**I/O nets highlighted**

Scale: 4 px per um.
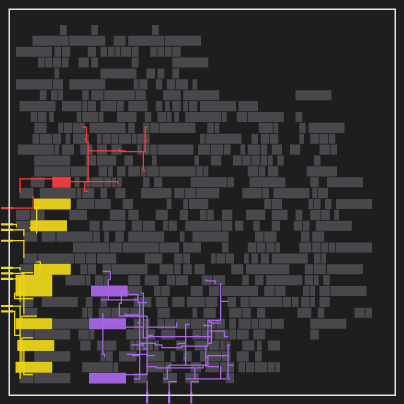
**Routed metal, one colour a layer**

Scale: 6 px per um. Only two layers are drawn.
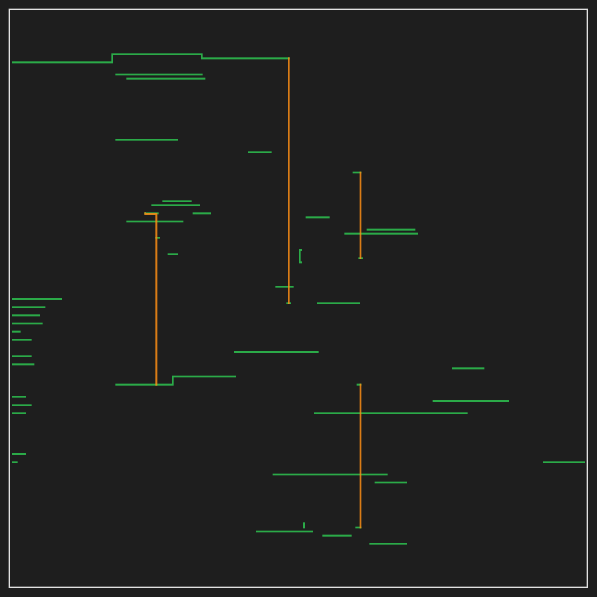
**Close-up of the layout**

Window x 62 to 82, y 62 to 82 um. Cells in grey, sequential cells in the stronger grey; small squares are vias.
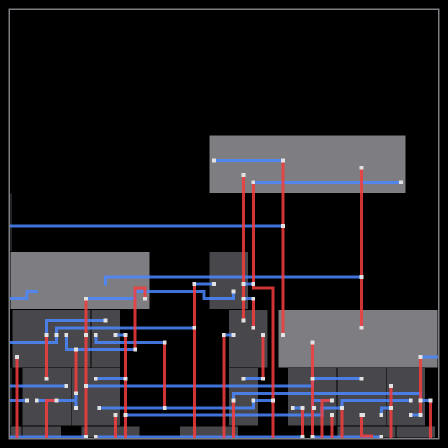
**Clock routing**

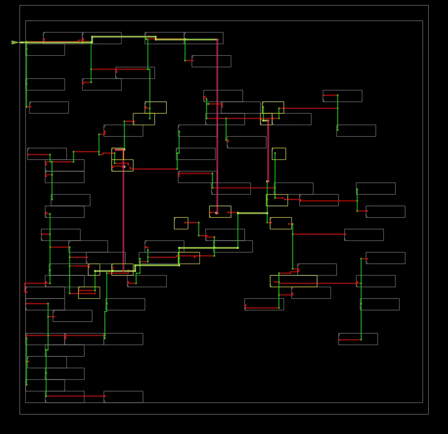
Design note_scheduler_flat, sky130hd; sources not shown.
==> reports/results.tsv <==
stage	metric	value	unit
synthesis	Top cells by area	dfrtp_1, ha_1, nand3_1, xnor2_1, a21oi_1	
final_layout	Comb gate area	2260	sq um
run_status	status	finished, final reports clean	
final_layout	Final Non-Filler Cells	549	
global_route	antenna violations before repair	0	
final_layout	Area Overhead vs Synth	10.7	%
global_route	met3 global-route usage	3.08	%
timing	final hold slack	0.351	ns
cts	CTS buffer count	9	
global_route	Most Used Layer, Global Route	met2	
place	placed cell area	4200	sq um
place	pre-CTS setup slack	1.92	ns
place	Placed Cells	533	
final_layout	Diodes inserted	0	
pwr	PD cells	321	nW/um^2
synthesis	Mapped Nets	454	
final_layout	FILL cells	776	
cts	Late-Pin Clk Latency	0.34	ns
timing	Fmax	232	MHz
timing	RSZ-0062 raised after global routing	false	
Notes on 'I/O nets highlighted' above:
Key: purple = bus_note_idx [direction output, end cells 3, wire 319 um]; red = bus_note_valid [direction output, end cells 1, wire 85.3 um]; yellow = bus_keys [direction input, end cells 8, wire 114 um]
io pins: 18
IO Port Bufs: 17

Notes on 'routed metal, one colour a layer' above:
Key: green = metal 3 [wire length 327 um]; orange = metal 4 [wire length 109 um]
WL/cell: 16.1 um
gr usage total: 21.1%
total number of vias: 3407
DRT Wirelength: 8850 um

Notes on 'close-up of the layout' above:
Key: red = metal 2; blue = metal 1
13 logic cells have their middle in the window. Most frequent: and3_1 (3), dfrtp_1 (3). Sequential cells in the window: 3.

Notes on 'clock routing' above:
Final Skew: 0.0105 ns
Clock group: 0.000370 W

## synthesized netlist by cell type, types with 8 or more instances
cell       n
a21oi_1   25
clkbuf_1  13
and3_1    20
nand4_1    9
nand2_1   29
inv_1     20
dfrtp_1   62
xnor2_1   15
a31oi_1   11
mux2i_1   10
ha_1      14
o21ai_0   20
o31ai_1    8
nand3_1   30
nor2_1    16
## cell usage in the layout (no fill, tap or decap), types with 8 or more instances in the layout
master and instances:
nand2_1 29, clkdlybuf4s50_1 16, nand4_1 9, clkbuf_8 10
a21oi_1 25, dfrtp_1 62, nand3_1 30, o31ai_1 8
inv_1 20, and3_1 20, nor2_1 16, xnor2_1 15
mux2i_1 10, ha_1 14, o21ai_0 20, a31oi_1 11
## critical path: stages (launching register included)
cell	delay, ns
dfrtp_1	0.95
mux2i_1	0.36
inv_1	0.07
ha_1	0.22
xnor2_1	0.20
nor3_1	0.08
or3b_2	0.44
nor4_1	0.24
nand4_1	0.87
a31o_2	0.58
a21o_1	0.17
## power breakdown
group / internal, W / leakage, nW / switching, W / total, W
clock network: 0.000200 / 0.0951 / 0.000170 / 0.000370
registers: 0.000431 / 0.816 / 0.0000505 / 0.000481
logic: 0.000234 / 0.913 / 0.000333 / 0.000567
## kinds of logic after synthesis
logic type      Yosys count  synth area share [%]
simple gates            162                  24.4
xor+xnor                 19                  4.52
fa+ha+maj                14                  4.40
flops                    62                  38.9
buf+inv                  41                  4.33
compound gates          120                  20.6
mux                      11                  2.79
## per-layer routing
metal / wire length [um] / vias to the layer above
met1: 4240 / 1674
met5: 0 / -
met2: 4170 / 80
met4: 109 / 0
li1: - / 1644
met3: 326 / 9
No activity file was given, so power comes from the tool's default toggle rates.
